==> images/class_map.png <==
(4 px per um)
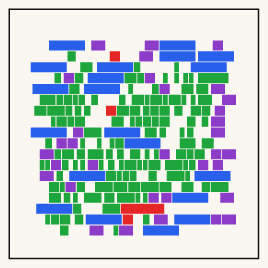
==> images/port_trees.png <==
(8 px per um)
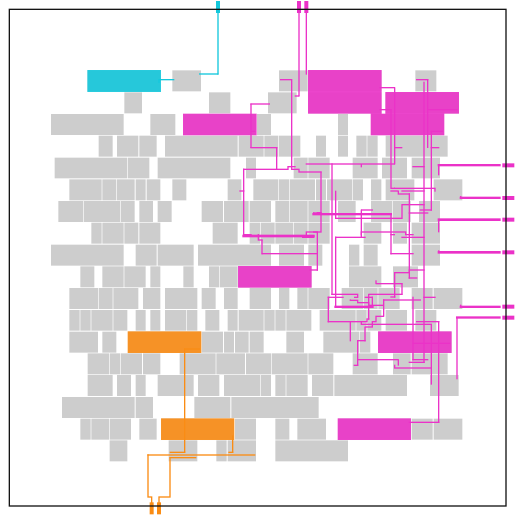
==> images/m3.png <==
(6 px per um)
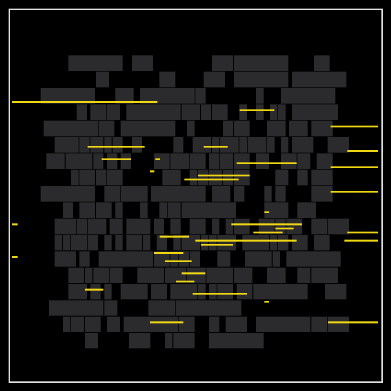
==> images/clock_nets.png <==
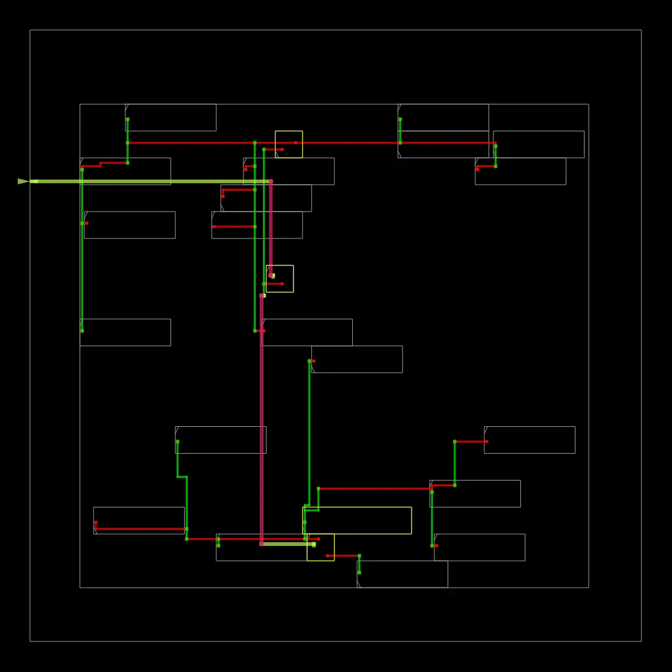
==> images/clock_wires.png <==
(8 px per um)
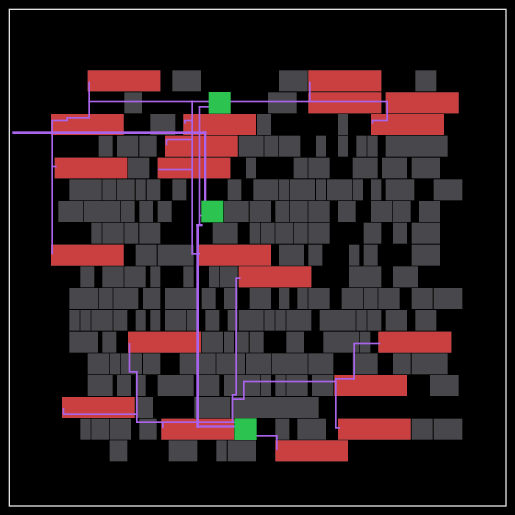
`config.mk`:
```
export PLATFORM = sky130hd
export DESIGN_NAME = motor_ramp_sweep
export DESIGN_NICKNAME = d
export VERILOG_FILES = /design/src/rtl/motor_ramp_sweep.sv
export SDC_FILE = /design/constraint.sdc
export NUM_CORES = 1
export LEC_CHECK = 0
export CORE_MARGIN = 5
export CORE_UTILIZATION = 52
export CTS_BUF_LIST = sky130_fd_sc_hd__clkbuf_4 sky130_fd_sc_hd__clkbuf_8
export CTS_CLUSTER_SIZE = 8
export DETAILED_ROUTE_END_ITERATION = 10
export PLACE_DENSITY = 0.89
export SLEW_MARGIN = 25
export SYNTH_ARGS = -nofsm -noshare
export SYNTH_HDL_FRONTEND = slang
export SYNTH_SLANG_ARGS = --single-unit
export TNS_END_PERCENT = 50
```
`constraint.sdc`:
```
create_clock -name CLK -period 2.2 [get_ports CLK]
set_input_delay 0.55 -clock CLK [delete_from_list [all_inputs] [get_ports CLK]]
set_output_delay 0.55 -clock CLK [all_outputs]
set_load 0.01 [all_outputs]
```
`src/rtl/motor_ramp_sweep.sv`:
```
// Motor test-pattern generator: sawtooth/triangle duty sweeps with coast dead-time before every reversal.
// All outputs registered (EN seen at edge k drives outputs at edge k); no backpressure, runs freely while EN is high.
module motor_ramp_sweep #(
    parameter int DUTY_W   = 8,
    parameter int STEP     = 1,
    parameter int PRESCALE = 1,
    parameter int DEADTIME = 16,
    parameter int MAX_DUTY = 2**DUTY_W - 1
) (
    input  logic              CLK,
    input  logic              RST_N,
    input  logic              EN,
    input  logic              TRIANGLE,
    output logic [1:0]        Mode,
    output logic [DUTY_W-1:0] Duty,
    output logic              Busy,
    output logic              Dir_Flip
);

    localparam int PW = (PRESCALE > 1) ? $clog2(PRESCALE) : 1;
    localparam int DW = (DEADTIME > 1) ? $clog2(DEADTIME) : 1;

    localparam logic [DUTY_W:0]   STEP_X    = (DUTY_W+1)'(STEP);
    localparam logic [DUTY_W:0]   MAX_X     = (DUTY_W+1)'(MAX_DUTY);
    localparam logic [DUTY_W-1:0] STEP_D    = DUTY_W'(STEP);
    localparam logic [DUTY_W-1:0] MAX_D     = DUTY_W'(MAX_DUTY);
    localparam logic [PW-1:0]     PRE_LAST  = PW'(PRESCALE - 1);
    localparam logic [DW-1:0]     DEAD_LAST = DW'(DEADTIME - 1);

    localparam logic [1:0] MODE_COAST = 2'b00;
    localparam logic [1:0] MODE_FWD   = 2'b01;
    localparam logic [1:0] MODE_REV   = 2'b10;

    typedef enum logic [1:0] {
        IDLE      = 2'd0,
        RAMP_UP   = 2'd1,
        RAMP_DOWN = 2'd2,
        DEAD      = 2'd3
    } state_t;

    state_t            state_q, state_d;
    logic              dir_q, dir_d;
    logic              tri_sel_q, tri_sel_d;
    logic [PW-1:0]     pre_cnt_q, pre_cnt_d;
    logic [DW-1:0]     dead_cnt_q, dead_cnt_d;
    logic [DUTY_W-1:0] duty_q, duty_d;
    logic [1:0]        mode_q, mode_d;
    logic              busy_q, busy_d;
    logic              flip_q, flip_d;

    logic              tick;
    logic [DUTY_W:0]   duty_sum;
    logic [DUTY_W-1:0] duty_up;
    logic [DUTY_W-1:0] duty_dn;

    // Saturating step arithmetic: the sum carries one extra bit so it can never wrap.
    always_comb begin
        tick     = (pre_cnt_q == PRE_LAST);
        duty_sum = {1'b0, duty_q} + STEP_X;
        duty_up  = (duty_sum > MAX_X) ? MAX_D : duty_sum[DUTY_W-1:0];
        duty_dn  = (duty_q > STEP_D) ? (duty_q - STEP_D) : '0;
    end

    always_comb begin
        state_d    = state_q;
        dir_d      = dir_q;
        tri_sel_d  = tri_sel_q;
        pre_cnt_d  = pre_cnt_q;
        dead_cnt_d = dead_cnt_q;
        duty_d     = duty_q;
        flip_d     = 1'b0;

        case (state_q)
            IDLE: begin
                duty_d = '0;
                if (EN) begin
                    state_d   = RAMP_UP;
                    dir_d     = 1'b0;
                    tri_sel_d = TRIANGLE;
                    pre_cnt_d = '0;
                end
            end
            RAMP_UP: begin
                pre_cnt_d = tick ? '0 : pre_cnt_q + PW'(1);
                if (tick) begin
                    if (duty_q == MAX_D) begin
                        if (tri_sel_q) begin
                            state_d = RAMP_DOWN;
                        end else begin
                            state_d    = DEAD;
                            duty_d     = '0;
                            dead_cnt_d = '0;
                        end
                    end else begin
                        duty_d = duty_up;
                    end
                end
            end
            RAMP_DOWN: begin
                pre_cnt_d = tick ? '0 : pre_cnt_q + PW'(1);
                if (tick) begin
                    if (duty_q == '0) begin
                        state_d    = DEAD;
                        dead_cnt_d = '0;
                    end else begin
                        duty_d = duty_dn;
                    end
                end
            end
            DEAD: begin
                duty_d = '0;
                if (dead_cnt_q == DEAD_LAST) begin
                    state_d   = RAMP_UP;
                    dir_d     = ~dir_q;
                    tri_sel_d = TRIANGLE;
                    pre_cnt_d = '0;
                    flip_d    = 1'b1;
                end else begin
                    dead_cnt_d = dead_cnt_q + DW'(1);
                end
            end
            default: begin
                state_d = IDLE;
                duty_d  = '0;
            end
        endcase

        // Dropping EN abandons whatever is in flight, including a pending dead-time.
        if ((state_q != IDLE) && !EN) begin
            state_d    = IDLE;
            dir_d      = 1'b0;
            pre_cnt_d  = '0;
            dead_cnt_d = '0;
            duty_d     = '0;
            flip_d     = 1'b0;
        end

        // Mode/Busy follow the next state so they line up with Duty on the same edge.
        if ((state_d == RAMP_UP) || (state_d == RAMP_DOWN)) begin
            mode_d = dir_d ? MODE_REV : MODE_FWD;
        end else begin
            mode_d = MODE_COAST;
        end
        busy_d = (state_d != IDLE);
    end

    always_ff @(posedge CLK or negedge RST_N) begin
        if (!RST_N) begin
            state_q    <= IDLE;
            dir_q      <= 1'b0;
            tri_sel_q  <= 1'b0;
            pre_cnt_q  <= '0;
            dead_cnt_q <= '0;
            duty_q     <= '0;
            mode_q     <= MODE_COAST;
            busy_q     <= 1'b0;
            flip_q     <= 1'b0;
        end else begin
            state_q    <= state_d;
            dir_q      <= dir_d;
            tri_sel_q  <= tri_sel_d;
            pre_cnt_q  <= pre_cnt_d;
            dead_cnt_q <= dead_cnt_d;
            duty_q     <= duty_d;
            mode_q     <= mode_d;
            busy_q     <= busy_d;
            flip_q     <= flip_d;
        end
    end

    assign Mode     = mode_q;
    assign Duty     = duty_q;
    assign Busy     = busy_q;
    assign Dir_Flip = flip_q;

endmodule

```
==> impl_metrics.csv <==
group,metric,value,unit
drt,drt_iter0_markers,120,
cts,cts_resized,0,
sta,tightest_slew,0.419,ns
layout,seq_area_share,28.7,%
min_path,whs_endpoint,"dead_cnt_q[1]",
sta,drv_slew,0,
worst_setup_path,crit_chain,"inv_1 -> ha_1 -> nand2_1 -> or4_1 -> a41o_1 -> ha_1 -> nor2b_1",
worst_setup_path,r2r_cells,7,
synthesis,compound_area_share,17.9,%
min_path,hold_class,"flop to flop",
worst_setup_path,cp-start-kind,"flop",
layout,finish.utilization,69.1,%
synthesis,yosys-stat-cells,160,
synthesis,ys_sh_simple,28.2,%
sta,fin_crit,2.14,ns
sta,timing.hold.ws,0.551,ns
drt,firstDrtPassIters,5,
layout,combAreaFraction,48.1,%
cts,postCtsSetupRepairBufs,0,
worst_setup_path,path_class,"flop to flop",
sta,tns,0,ns
layout,fill_cells,206,
layout,comb.multi_input.count,125,
layout,antenna_cells,0,
layout,largest_cell_class,"multi-input combinational cells",
placement,dpl.hpwl,2570,um
worst_setup_path,r2r-end,"Mode[1]",
cts,cts_sinks,20,
worst_setup_path,path_max_fanout,4,
outcome,status,"finished, final reports clean",
layout,area_delta_synth_final,24.5,%
synthesis,top_cells_by_count,"dfrtp_1 (20), nand2_1 (19), nand3_1 (12)",
cts,htreeDepth,1,
synthesis,synth-edff-count,0,
power,irDropWorstVdd,711,uV
synthesis,synthTopCellsByArea,"dfrtp_1 (36%), ha_1 (8.9%), nand2_1 (5.1%)",
die,fp_util,55.6,%
die,tapCellCount,30,
synthesis,top_cell,"dfrtp_1",
worst_setup_path,endpoint_kind,"flop",
synthesis,yosys_warnings,0,
grt,track_usage,20.8,%
synthesis,ys_sh_adder,8.93,%
synthesis,avgSynthCellArea,8.76,um^2
grt,grt_pass1_wl,5940,um
power,power.density,1070,nW/um^2
sta,max_slew_margin,71.9,%
worst_setup_path,regToRegStartpoint,"state_q[1]",
worst_setup_path,worstSetupStartpoint,"state_q[1]",
cts,cts_tree,"yes",
layout,inverters,8,
layout,layout.nets,205,
layout,design_area,1740,um^2
grt,grt-ovfl-total,0,
worst_setup_path,cp_slowest_cell,"or4_1",
die,die_h,61.9,um
power,p_leak,0.000808,uW
sta,clock.fmax,467,MHz
synthesis,syn_area,1400,um^2
sta,layout_setup_ws,0.0599,ns
layout,clock_area_share,3.01,%
worst_setup_path,cp_common_cell,"ha_1",
synthesis,syn_inst,160,
drt,ant_nets,0,
synthesis,ys_types,42,
layout,seq_area,500,um^2
synthesis,mux_area_share,1.61,%
grt,first_global_vias,1329,
worst_setup_path,required,2.40,ns
sta,finalHoldViolCount,0,
layout,nClkBuffers,3,
die,die_area,3830,um^2
worst_setup_path,crit_family,"simple AND/OR/NAND/NOR gates",
drt,wl_per_cell,15.8,um
synthesis,ys_ff,20,
placement,gp_congestion,0.893,
min_path,min-delay-start,"dead_cnt_q[1]",
power,power_frac_seq,27.2,%
power,clock_power_share,16.5,%
sta,min_period_over_period,97.3,%
worst_setup_path,cp_num_buf_inv,1,
worst_setup_path,cp.arrival,2.34,ns
worst_setup_path,r2r_slack,0.06,ns
synthesis,synthTopLogicFamily,"simple AND/OR/NAND/NOR gates",
worst_setup_path,crit_cells,7,
layout,largest_reg_flops,8,
layout,buf_share,16.4,%
layout,signal_buffers,33,
run,drv_cap,0,
grt,antenna_found_initial,0,
layout,seq_cell_count,20,
cts,clockRootBuffer,"clkbuf_4",
drt,viasPerCell,6.14,
synthesis,ys_chip_area,1400,um^2
synthesis,fp_nets,174,
placement,placed_cell_area,1690,um^2
worst_setup_path,cpPeakStageDelay,0.51,ns
sta,rsz0062_at_grt,"no",
synthesis,xor_share,3.13,%
placement,post-place-ws,-0.0463,ns
power,p_int,1130,uW
synthesis,top_area_cell,"dfrtp_1",
die,rows,18,
min_path,hold_depth,1,
cts,clock_latency,0.32,ns
layout,comb_area,838,um^2
Back to the opening pictures, class_map.png:
- purple: remaining buffers and delay cells (cells 33; share of their area 17%)
- green: remaining logic cells (cells 133; share of their area 51%)
- blue: sequential cells (cells 20; share of their area 29%)
- red: clock drivers and dummy loads (cells 4; share of their area 3.1%)

Back to the opening pictures, port_trees.png:
- cyan: Dir_Flip (direction output; edge top; end cells 1; buffers 1; wire 12.1 um)
- orange: Mode (direction output; edge bottom; end cells 2; buffers 2; wire 49.1 um)
- magenta: Duty (direction output; edge 6 right, 2 top; end cells 8; buffers 12; wire 480 um)
I/O Pins: 16
PortBufs: 15

Back to the opening pictures, m3.png:
- main direction: horizontal
- wire length on this layer: 199 um
- longest straight run: 23.9 um
detailed-route wire length: 3470 um
routed vias: 1,350
met3 Usage GRT: 2.69%

Back to the opening pictures, clock_nets.png:
Fin Clk Skew: 0.00414 ns
TritonCTS buffer count: 3

Back to the opening pictures, clock_wires.png:
- green: clock-net drivers (count 3)
- red: flip-flops (count 20)
- purple: clock wires (length 273 um)
- routed clock nets: 4

-- placed cells by master, fill, tap and decap left out, types with 4 or more instances in the layout --
cell type and instances:
dfrtp_1 20, a22o_1 4, buf_4 18, nand3_1 12
nand4_1 5, clkdlybuf4s50_1 15, ha_1 10, inv_1 8
nor3b_1 4, o21ai_0 7, nand2_1 19, nor2_1 9
a21oi_1 8
-- per-layer routing --
layer | up-vias | global-route usage [%] | part of all wire, %
li1 | 647 | - | -
met1 | 643 | 26.4 | 42
met2 | 54 | 35.4 | 51
met3 | 6 | 2.69 | 5.7
met4 | 0 | 9.09 | 1.4
met5 | - | 0 | 0
-- power by group through the flow --
stage,clock network (uW),registers (uW),logic [uW]
after floorplan,0,541,624
after global placement,0,507,987
after detailed placement,0,513,1030
after CTS,318,508,1040
after global routing,333,518,1150
final,309,508,1050
Power figures rest on the tool's default switching activity, not on a simulated workload.
